`src/rtl/tawas_rcn_sram.sv`:
```
// tawas_rcn_sram: RCN ring slave terminating windowed requests on a single-port synchronous SRAM
module tawas_rcn_sram #(
  parameter logic [23:0] ADDR_BASE = 24'h000000,
  parameter logic [23:0] ADDR_MASK = 24'hFFF000,
  parameter int SRAM_AW = 12,
  parameter int WAIT_STATES = 0
) (
  input  logic               clk,
  input  logic               rst,
  input  logic [68:0]        rcn_in,
  output logic [68:0]        rcn_out,
  output logic               mem_cs,
  output logic               mem_wr,
  output logic [SRAM_AW-1:0] mem_addr,
  output logic [3:0]         mem_mask,
  output logic [31:0]        mem_wdata,
  input  logic [31:0]        mem_rdata
);

  typedef enum logic [1:0] {S_IDLE, S_ACCESS, S_WAIT, S_RESP} state_t;

  state_t      state;
  logic [68:0] pkt;
  logic [3:0]  cnt;
  logic        match;

  assign match = rcn_in[68] & rcn_in[67] & ((rcn_in[55:32] & ADDR_MASK) == ADDR_BASE);

  // Accept one request, run the SRAM access, then inject the response into the first empty slot
  always_ff @(posedge clk or negedge rst) begin
    if (!rst) begin
      state     <= S_IDLE;
      pkt       <= '0;
      cnt       <= '0;
      rcn_out   <= '0;
      mem_cs    <= 1'b0;
      mem_wr    <= 1'b0;
      mem_addr  <= '0;
      mem_mask  <= '0;
      mem_wdata <= '0;
    end else begin
      case (state)
        S_IDLE: begin
          if (match) begin
            pkt       <= rcn_in;
            rcn_out   <= '0;
            mem_cs    <= 1'b1;
            mem_wr    <= rcn_in[66];
            mem_addr  <= rcn_in[32 +: SRAM_AW];
            mem_mask  <= rcn_in[59:56];
            mem_wdata <= rcn_in[31:0];
            state     <= S_ACCESS;
          end else begin
            rcn_out <= rcn_in;
          end
        end
        S_ACCESS: begin
          rcn_out      <= rcn_in;
          mem_cs       <= 1'b0;
          cnt          <= 4'(WAIT_STATES);
          pkt[67]      <= 1'b0;
          pkt[31:0]    <= 32'h0;
          state        <= pkt[66] ? S_RESP : S_WAIT;
        end
        S_WAIT: begin
          rcn_out <= rcn_in;
          if (cnt == 4'd0) begin
            pkt[31:0] <= mem_rdata;
            state     <= S_RESP;
          end else begin
            cnt <= cnt - 4'd1;
          end
        end
        S_RESP: begin
          rcn_out <= rcn_in[68] ? rcn_in : pkt;
          state   <= rcn_in[68] ? S_RESP : S_IDLE;
        end
        default: state <= S_IDLE;
      endcase
    end
  end

endmodule

```
`config.mk`:
```
export PLATFORM = sky130hd
export DESIGN_NAME = tawas_rcn_sram
export DESIGN_NICKNAME = d
export VERILOG_FILES = /design/src/rtl/tawas_rcn_sram.sv
export SDC_FILE = /design/constraint.sdc
export NUM_CORES = 1
export LEC_CHECK = 0
export ABC_AREA = 0
export CAP_MARGIN = 0
export CORE_MARGIN = 10
export CORE_UTILIZATION = 37
export DETAILED_ROUTE_END_ITERATION = 16
export DONT_BUFFER_PORTS = 1
export GPL_TIMING_DRIVEN = 1
export PLACE_DENSITY = 0.62
export SYNTH_ARGS = -nofsm -noshare
export SYNTH_HDL_FRONTEND = slang
export SYNTH_SLANG_ARGS = --single-unit
```
`constraint.sdc`:
```
create_clock -name clk -period 2.5 [get_ports clk]
set_clock_uncertainty 0.05 [all_clocks]
set_input_delay 0.375 -clock clk [delete_from_list [all_inputs] [get_ports clk]]
set_output_delay 0.375 -clock clk [all_outputs]
set_load 0.01 [all_outputs]
```
Figure 1. Supply network (run 1).
Scale bar: 50 um. Pins as bars on the die edge. Tap cells in grey.
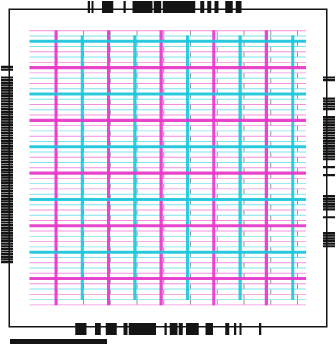
net	colour
VSS	magenta
VDD	cyan
signal pins	222
met5 straps	10
met4 straps	10
tap cells	270
Die Wd: 163 um
Core Box Area: 20200 um2
die span in y: 163 um
peak supply drop: 768 uV

Figure 2. Placed cells, one colour a class (run 1).
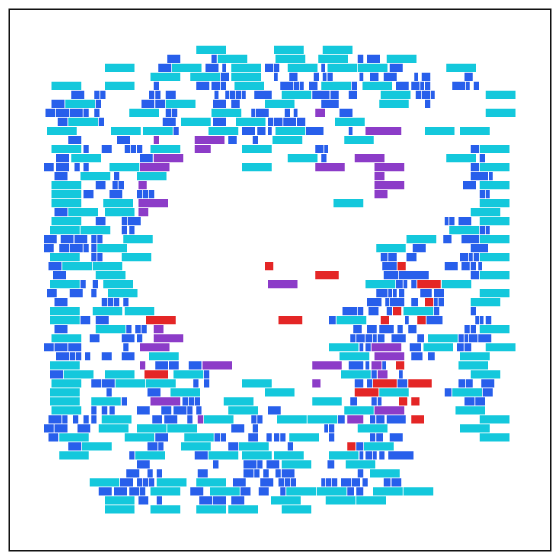
class	colour	cells
sequential cells	cyan	177
clock drivers and dummy loads	purple	32
remaining logic cells	blue	387
remaining buffers and delay cells	red	19
Final Instance Area: 8470 um2
Seq/total area: 52.3%

Figure 3. Routed clock nets over the placement (run 1).
Scale bar: 50 um.
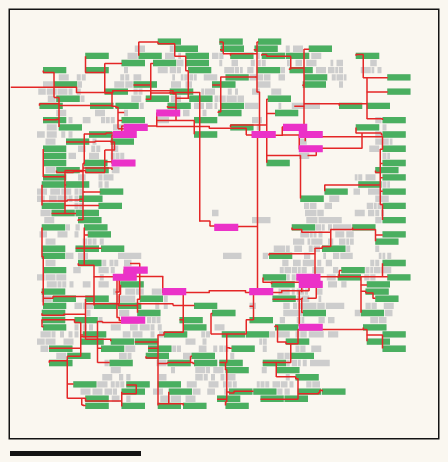
[clock-net drivers] magenta | count: 17
[flip-flops] green | count: 177
[clock wires] red | length: 2260 um
flops lie	all over the die
routed clock nets	18
Clk pwr share: 27.6%
clk_lat worst skew: 410 ps
Power Clock: 2630 uW

Figure 4. Wiring by layer (run 1).
Scale bar: 50 um. Only two layers are drawn.
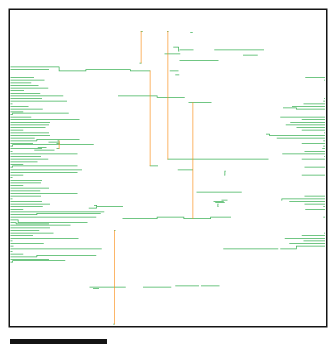
layer	colour	wire length
M4	orange	243 um
M3	green	2340 um
total global-route track usage: 15.4%
per-cell routed wire length: 23.7 um
DR vias: 4983

==> flow_summary_export.csv, run 1 <==
group,metric,value,unit
critical_path,rr_startpoint,"state[1]$_DFFE_PN0P_",
route,drt_iter0_markers,358,
logic_synthesis,synthAoiAreaFrac,15.2,%
power,p_sw_share,35.6,%
critical_path,crit_chain,"inv_1 > ha_4 > or4_1 > nor4_4 > buf_6 > buf_12 > a22o_1 > mux2_2",
sta,slew-limit-headroom,49.0,%
critical_path,end_kind,"flip-flop",
grt,grt_max_degree,178,
logic_synthesis,ys_sh_xor,0.116,%
logic_synthesis,synth-edff-count,0,
grt,antenna_found_initial,0,
sta,fin_tns_setup,0,ps
hold_path,min_path_type,"primary input to async pin",
critical_path,start_kind,"flip-flop",
clock_tree,cts_tree,"done",
sta,fin_crit_sh,96.0,%
logic_synthesis,yosysChipArea,7570,um2
route,routed_wl,21.0,mm
grt,grt_overflow,0,
logic_synthesis,ys_ff,177,
critical_path,r2r.worst_path.cells,8,
clock_tree,cts_buffer_depth,2,
critical_path,worstSetupPathType,"flip-flop to flip-flop",
logic_synthesis,fa_ha_area_share,1.32,%
clock_tree,cts_made_buffers,17,
logic_synthesis,synth.logic.top_family,"AND-OR/OR-AND gates",
power,p_sw,3390,uW
sta,setup_viol,0,
clock_tree,cts_root_buf,"clkbuf_16",
logic_synthesis,ys_seq_share,58.5,%
power,p_seq_share,44.8,%
run,warning_count,36,
logic_synthesis,synth-main-ff-cell,"dfrtp_1",
power,p_int,6130,uW
placed_design,dp_hpwl,14.0,mm
power,p_leak,0.00407,uW
logic_synthesis,syn_inst,626,
floorplan,dieArea,26600,um2
grt,grt_pass1_wl,32.3,mm
floorplan,rows,52,
run,maxCapViolations,0,
run_status,violations,"hold timing",
sta,hold_viol,177,
route,drt_drc_violations_left,0,
sta,layout_min_cycle_time,2400,ps
logic_synthesis,syn_area,7570,um2
logic_synthesis,postSynth.asyncResetShare,100,%
placed_design,dp.cells,850,
final_layout,antennaDiodeCount,0,
critical_path,reg2reg_to,"pkt[0]$_DFFE_PN0P_",
clock_tree,cts.sinks,177,
critical_path,cp_max_fo,16,
final_layout,layout_top_cells,"177 x dfrtp_1, 105 x a21oi_1, 80 x mux2_2",
clock_tree,cts_htree_levels,4,
critical_path,arrival,2710,ps
final_layout,drive_gt1_share,24.7,%
critical_path,r2r_slack,100,ps
power,powerDensity,1120,nW/um2
critical_path,cp.required,2810,ps
logic_synthesis,simple_gate_area_share,6.98,%
logic_synthesis,yosys_cells,626,
clock_tree,path_clk_slew,70,ps
final_layout,nets,713,
sta,final_max_slew_viol_count,0,
final_layout,top_regs,"rcn_out (69), pkt (55), mem_wdata (32)",
route,vias_per_cell,5.63,
final_layout,n_fill_cell,1905,
sta,holdWs,-398,ps
floorplan,io_pins,222,
logic_synthesis,avgSynthCellArea,12.1,um2
run_status,status,"finished with violations",
logic_synthesis,ys_types,41,
placed_design,port_buffers,0,
power,power_frac_comb,27.6,%
route,drtPass1Iterations,4,
logic_synthesis,yosysWarnings,0,
floorplan,fp_util,37.5,%
final_layout,area_growth,11.9,%
critical_path,crit_slowest_cell,"or4_1",
placed_design,gp_congestion,0.759,
route,ant_nets,0,
sta,worst_pin_slew,765,ps
logic_synthesis,syn_nets,737,
final_layout,largest_reg_flops,69,
logic_synthesis,yosys-mux-area-fraction,13.3,%
==> run 1: layout make-up <==
class / count / area, um2 / area share (%)
timing repair buffer: 19 / 251 / 2.97
inverter: 7 / 26.3 / 0.310
clock buffer: 19 / 453 / 5.35
tap: 270 / 338 / 3.99
clock inverter: 13 / 124 / 1.46
sequential: 177 / 4430 / 52.3
multi-input combinational: 380 / 2840 / 33.6
==> run 1: cells by family (layout without fill, tap and decap cells) <==
family	after synthesis	count (layout)
buffers and inverters	69	58
muxes	87	87
xor gates and xnor gates	1	1
adders and majority gates	8	8
DFF	177	177
AOI/OAI and AO/OA	181	181
and+or+nand+nor	103	103
==> run 1: routing by layer <==
layer / part of all wire, % / track usage [%] / routed length, um / up-vias
met3: 11 / 8.01 / 2340 / 13
met4: 1.2 / 4.22 / 243 / 0
met2: 50 / 25.4 / 10500 / 196
li1: - / - / - / 2186
met5: 0 / 0 / 0 / -
met1: 38 / 16.9 / 7940 / 2588
==> run 1: cells in the mapped netlist (all sizes together), types with 4 or more instances <==
cell | number | area (um2)
or4 | 4 | 37.5
nor2b | 4 | 25.0
and2 | 14 | 87.6
nand2 | 27 | 101
buf | 24 | 171
a21oi | 105 | 526
inv | 7 | 26.3
mux2 | 87 | 1010
a22oi | 25 | 188
nor3 | 33 | 165
a22o | 37 | 324
ha | 8 | 100
clkbuf | 38 | 143
nor2 | 10 | 37.5
dfrtp | 177 | 4430
==> run 1: worst max-delay path: cells and delay by family, from the launching register on <==
kind            cells  cell delay (ps)
simple gates        2              870
buf+inv             3              490
flops               1              390
fa+ha+maj           1              240
compound gates      1              150
mux                 1              140
==> run 1: power by group through the flow <==
stage               logic (uW)  registers, uW  clock network [uW]
floorplan                 1890           4130                   0
global placement          2490           4340                   0
detailed placement        2590           4350                   0
CTS                       2600           4300                2690
global route              2910           4360                2820
finish                    2620           4270                2630
==> run 1: worst max path at each step <==
stage                          from                  endpoint  slack [ps]  cells after the start
2_1_floorplan            rcn_in[44]  mem_addr[10]$_DFFE_PN0P_          20                      7
3_3_place_gp             rcn_in[44]     rcn_out[14]$_DFF_PN0_          80                      6
3_5_place_dp     cnt[0]$_DFFE_PN0P_       pkt[22]$_DFFE_PN0P_         -80                      7
4_1_cts        state[0]$_DFFE_PN0P_        pkt[0]$_DFFE_PN0P_          40                      7
5_1_grt        state[1]$_DFFE_PN0P_        pkt[0]$_DFFE_PN0P_          -4                      8
6_report       state[1]$_DFFE_PN0P_        pkt[0]$_DFFE_PN0P_         100                      8
==> run 1: through the flow <==
| stage | util (%) | instance area (um2) | hold slack [ps] | power, uW | setup slack [ps] |
|---|---|---|---|---|---|
| global route | 42.0 | 8470 | -430 | 10100 | -3.99 |
| global placement | 38.8 | 7820 | 37.1 | 6820 | 84.5 |
| CTS | 41.7 | 8400 | -416 | 9600 | 38.5 |
| finish | 42.0 | 8470 | -398 | 9520 | 101 |
| detailed placement | 38.8 | 7820 | 37.3 | 6940 | -80.5 |
| floorplan | - | 7570 | 29.4 | 6020 | 19.6 |
==> run 1: repair_timing <==
item	CTS	global route
endpoints found under the hold margin	177	177
cloned	0	1
gates resized	1	4
endpoints found under the setup margin	31	31
pin swaps	0	1
setup buffers	0	2
==> run 1 -> run 2 <==
CORE_MARGIN = 2   (was 10)
CTS_BUF_LIST = sky130_fd_sc_hd__clkbuf_2   (was default)
==> flow_summary_export.csv, run 2 <==
group,metric,value,unit
critical_path,startpoint,"state[1]$_DFFE_PN0P_",
run_status,status,"finished with violations",
logic_synthesis,synth-edff-count,0,
final_layout,layout_top_cells,"177 x dfrtp_1, 105 x a21oi_1, 102 x dlygate4sd3_1",
route,ant_nets,0,
floorplan,core_area,20200,um2
logic_synthesis,yosysChipArea,7570,um2
logic_synthesis,avgSynthCellArea,12.1,um2
route,wire_per_inst,20.8,um
floorplan,fp_util,37.5,%
logic_synthesis,synthTopCellsByArea,"dfrtp_1 59%, mux2_2 12%, a21oi_1 6.9%",
clock_tree,cts_buffer_depth,2,
logic_synthesis,syn_inst,626,
grt,grt_max_degree,178,
final_layout,nets,817,
power,ir_drop,518,uV
route,dr_total_vias,5418,
sta,holdWs,-789,ps
sta,hold_viol,177,
clock_tree,cts_made_buffers,17,
clock_tree,path_clk_slew,300,ps
logic_synthesis,ys_seq_share,58.5,%
grt,grt_usage,18.8,%
run_status,violations,"hold timing",
grt,grt_pass1_wl,32.2,mm
run,warning_count,36,
final_layout,top_regs,"rcn_out (69), pkt (55), mem_wdata (32)",
floorplan,rows,52,
power,p_leak,0.00436,uW
placed_design,port_buffers,0,
critical_path,worstSetupPathType,"flip-flop to flip-flop",
route,drt_drc_violations_left,0,
logic_synthesis,ys_ff,177,
logic_synthesis,top_area_cell,"dfrtp_1",
logic_synthesis,synthAoiAreaFrac,15.2,%
sta,fin_crit_sh,95.5,%
critical_path,reg2reg_to,"pkt[2]$_DFFE_PN0P_",
sta,fin_tns_setup,0,ps
hold_path,min_path_type,"primary input to async pin",
sta,layout_min_cycle_time,2390,ps
logic_synthesis,synthTopCellsByCount,"177 x dfrtp_1, 105 x a21oi_1, 80 x mux2_2",
logic_synthesis,yosysMostFrequentCell,"dfrtp_1",
clock_tree,cts_tree,"done",
sta,worst_pin_slew,787,ps
floorplan,io_pins,222,
[run 2: cell types whose count changed in the layout (fill, tap and decap cells not counted), sizes merged]
cell	delta
clkbuf	-2
buf	+2
bufinv	-1
clkinvlp	+1
inv	+2
dlygate4sd3	+102
[run 2: worst min path at each step]
stage                     slack [ps]                        end  from  cells after the start
after floorplan                   30         cnt[0]$_DFFE_PN0P_   rst                      0
final                           -790      rcn_out[30]$_DFF_PN0_   rst                      0
after detailed placement          30         pkt[3]$_DFFE_PN0P_   rst                      0
after CTS                       -880        pkt[12]$_DFFE_PN0P_   rst                      0
after global placement            40   mem_wdata[7]$_DFFE_PN0P_   rst                      0
after global routing            -920  mem_wdata[12]$_DFFE_PN0P_   rst                      0
[run 2: stage by stage]
| step | cell area, um2 | setup slack, ps | hold slack [ps] | cells | utilization [%] |
|---|---|---|---|---|---|
| after CTS | 9100 | 53.9 | -876 | 986 | 45.1 |
| after floorplan | 7570 | 19.6 | 29.4 | 626 | - |
| after detailed placement | 7830 | 30.6 | 33.0 | 852 | 38.8 |
| after global routing | 9150 | 35.6 | -925 | 989 | 45.4 |
| final | 9150 | 113 | -789 | 989 | 45.4 |
| after global placement | 7830 | 105 | 35.1 | 852 | 38.8 |
[run 2: layer usage]
layer	vias up	GRT usage [%]	routed length [um]
met4	0	5.87	248
met5	-	0	0
li1	2403	-	-
met3	23	6.58	1570
met2	216	32.3	10400
met1	2776	22.4	8400
[run 2: area by class of cell]
| cell class | count | area (um2) |
|---|---|---|
| Clock buffer | 17 | 85.1 |
| Sequential cell | 177 | 4430 |
| Timing Repair Buffer | 123 | 1280 |
| Multi-Input combinational cell | 380 | 2840 |
| Tap cell | 270 | 338 |
| Clock inverter | 15 | 148 |
| Inverter | 7 | 26.3 |
| Fill cell | 1816 | 11000 |
[run 2: critical path, cell delays in order (launching register included)]
cell and delay (ps):
dfrtp_1 470, inv_2 110, ha_4 220, or4_4 550
nor4_4 280, buf_4 180, buf_12 160, a22o_1 160
mux2_2 140
[run 2: logic make-up after synthesis]
family          count (synthesis)
fa+ha+maj                       8
xor+xnor                        1
simple gates                  103
flops                         177
compound gates                181
buf+inv                        69
mux                            87
[run 2: where the power goes]
part	switching (uW)	total (uW)	internal (uW)
clock network	1150	1460	318
registers	685	4240	3560
logic	1600	2830	1230
total	3430	8530	5100
[run 2: timing repair]
action | CTS | global route
pin swaps | 0 | 1
resized | 1 | 4
endpoints found under the hold margin | 335 | 177
setup endpoints to repair | 23 | 12
gates cloned | 0 | 1
setup buffers | 0 | 2
Figure 5. Routed clock nets over the placement (run 2).
Scale bar: 50 um.
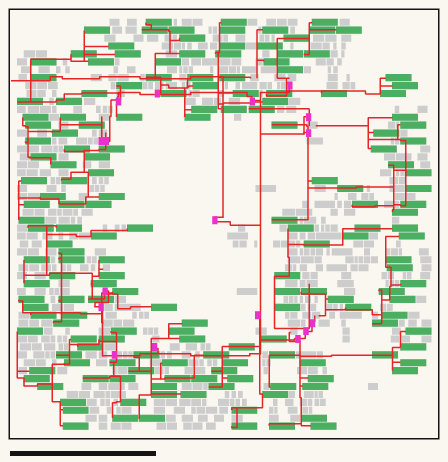
[clock-net drivers] magenta | count: 17
[clock wires] red | length: 2170 um
[flip-flops] green | count: 177
routed clock nets	18
Power Clock: 1460 uW
Clk pwr share: 17.2%
clk_lat worst skew: 760 ps

==> run 2 -> run 3 <==
--- a/config.mk
+++ b/config.mk
@@ -15,3 +15,4 @@
 export GPL_TIMING_DRIVEN = 1
-export PLACE_DENSITY = 0.62
+export PLACE_DENSITY = 0.6
+export SETUP_SLACK_MARGIN = 0.5
 export SYNTH_ARGS = -nofsm -noshare
==> constraint.sdc (replaced) <==
create_clock -name clk -period 2.6 [get_ports clk]
set_clock_uncertainty 0.05 [all_clocks]
set_input_delay 0.39 -clock clk [delete_from_list [all_inputs] [get_ports clk]]
set_output_delay 0.39 -clock clk [all_outputs]
set_load 0.02 [all_outputs]
==> flow_summary_export.csv, run 3 <==
group,metric,value,unit
run_status,status,"finished with violations",
run_status,violations,"hold timing",
sta,hold_viol,177,
sta,holdWs,-756,ps
clock_tree,cts_buffer_depth,2,
logic_synthesis,top_area_cell,"dfrtp_1",
logic_synthesis,synth-edff-count,0,
clock_tree,cts_made_buffers,17,
clock_tree,clkLatencyLatePin,720,ps
logic_synthesis,synthTopCellsByCount,"177 x dfrtp_1, 105 x a21oi_1, 80 x mux2_2",
critical_path,slowest_delay,480,ps
final_layout,layout_top_cells,"176 x dfrtp_1, 105 x a21oi_1, 102 x dlygate4sd3_1",
run,warning_count,39,
power,p_leak,0.00442,uW
critical_path,reg2reg_to,"pkt[4]$_DFFE_PN0P_",
logic_synthesis,syn_inst,626,
grt,grt_usage,18.8,%
logic_synthesis,avgSynthCellArea,12.1,um2
route,dr_total_vias,5500,
critical_path,crit_slowest_cell,"dfrtp_2",
logic_synthesis,yosysMostFrequentCell,"dfrtp_1",
floorplan,core_area,20200,um2
critical_path,worstSetupPathType,"flip-flop to flip-flop",
route,wire_per_inst,21.0,um
final_layout,top_regs,"rcn_out (69), pkt (55), mem_wdata (32)",
sta,layout_min_cycle_time,2150,ps
final_layout,register_area,4430,um2
final_layout,n_fill_cell,1818,
grt,grt_pass1_wl,31.7,mm
hold_path,min_path_type,"primary input to async pin",
floorplan,fp_util,37.5,%
sta,fin_tns_setup,0,ps
floorplan,rows,52,
grt,grt_max_degree,178,
final_layout,comb_area,2860,um2
route,ant_nets,0,
floorplan,io_pins,222,
clock_tree,path_clk_slew,270,ps
run 3: cell count changes in the layout (fill, tap and decap cells not counted), sizes merged:
cell,before,now
bufinv,0,3
a211o,1,2
clkinvlp,3,0
clkinv,5,6
buf,20,26
inv,14,12
diode,0,1
clkbuf,18,20
run 3: logic make-up (layout without fill, tap and decap cells):
kind of cell    Yosys count  count (layout)  synth area share, %
flops                   177             177                 58.5
fa+ha+maj                 8               8                 1.32
other cells               0               1                    0
mux                      87              87                 13.3
compound gates          181             182                 15.2
simple gates            103             103                 6.98
buf+inv                  69             169                 4.50
xor+xnor                  1               1                0.116
run 3: worst max-delay path by stage:
| stage | start | slack (ps) | cells after the start | to |
|---|---|---|---|---|
| 6_report | state[1]$_DFFE_PN0P_ | 450 | 8 | pkt[4]$_DFFE_PN0P_ |
| 3_3_place_gp | rcn_in[44] | 170 | 5 | mem_addr[10]$_DFFE_PN0P_ |
| 4_1_cts | state[1]$_DFFE_PN0P_ | 390 | 7 | pkt[8]$_DFFE_PN0P_ |
| 5_1_grt | state[0]$_DFFE_PN0P_ | 360 | 8 | pkt[12]$_DFFE_PN0P_ |
| 3_5_place_dp | rcn_in[44] | 150 | 5 | mem_addr[10]$_DFFE_PN0P_ |
| 2_1_floorplan | rcn_in[44] | 110 | 7 | mem_addr[10]$_DFFE_PN0P_ |
run 3: cell type report:
| class | count | share of cell area, % |
|---|---|---|
| Antenna cell | 1 | 0.0270 |
| Clock buffer | 18 | 0.972 |
| Clock inverter | 14 | 1.88 |
| Inverter | 7 | 0.283 |
| Multi-Input combinational cell | 381 | 30.9 |
| Sequential cell | 177 | 47.8 |
| Tap cell | 270 | 3.64 |
| Timing Repair Buffer | 130 | 14.5 |
run 3: what timing repair did:
action	4_1_cts	5_1_grt
endpoints found under the hold margin	335	194
hold buffers	101	1
gates cloned	2	2
resized	12	9
setup buffers	6	4
endpoints found under the setup margin	79	80
pin swaps	6	5
run 3: stage by stage:
| stage | util (%) | area [um2] | worst slack, ps | instances |
|---|---|---|---|---|
| floorplan | - | 7580 | 107 | 626 |
| global placement | 38.5 | 7770 | 173 | 849 |
| detailed placement | 38.5 | 7770 | 145 | 849 |
| CTS | 45.5 | 9180 | 387 | 990 |
| global route | 46.0 | 9270 | 363 | 998 |
| finish | 46.0 | 9270 | 446 | 998 |
run 3: power by group:
group | total (uW) | internal, uW | switching [uW]
Sequential | 4470 | 3420 | 1050
Combinational | 2870 | 1260 | 1610
Clock | 1560 | 556 | 1010
Total | 8900 | 5240 | 3660
run 3: worst max-delay path, delay by kind of cell (launching register included):
kind	cells	cell delay (ps)
compound gates	1	120
mux	1	130
fa+ha+maj	1	210
flops	1	480
buf+inv	3	470
simple gates	2	650
run 3: layer usage:
metal / global-route usage, % / part of all wire [%] / routed length, um / vias to the layer above
met5: 0 / 0 / 0 / -
met4: 6.68 / 2.1 / 439 / 0
met3: 6.12 / 7.7 / 1610 / 36
met2: 32.8 / 50 / 10500 / 237
met1: 21.7 / 40 / 8480 / 2809
li1: - / - / - / 2418
Figure 6. Supply network (run 3).
Scale bar: 50 um. Pins as bars on the die edge. Tap cells in grey.
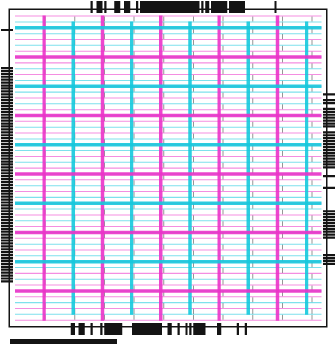
net	colour
VSS	magenta
VDD	cyan
rows	52
met1 rails	53
die span in y: 147 um
peak supply drop: 446 uV
Die Wd: 147 um


==> notes/layouts.md <==
Pictures saved along the way, in no particular order.

Clock nets.
image #1
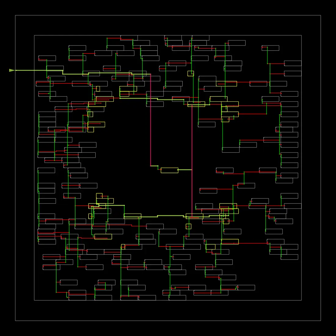
image #2
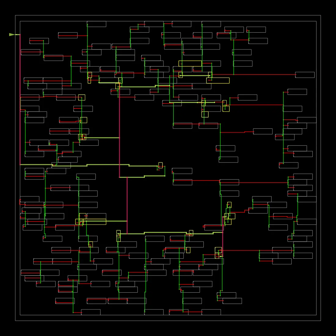
image #3
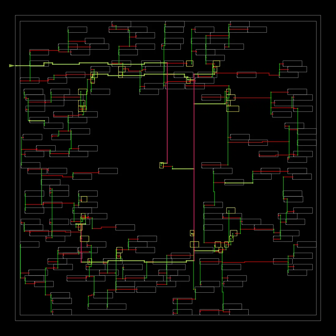
Image #1 comes from run 1.
Image #3 comes from run 2.
Image #2 comes from run 3.

No activity file was given, so power comes from the tool's default toggle rates.
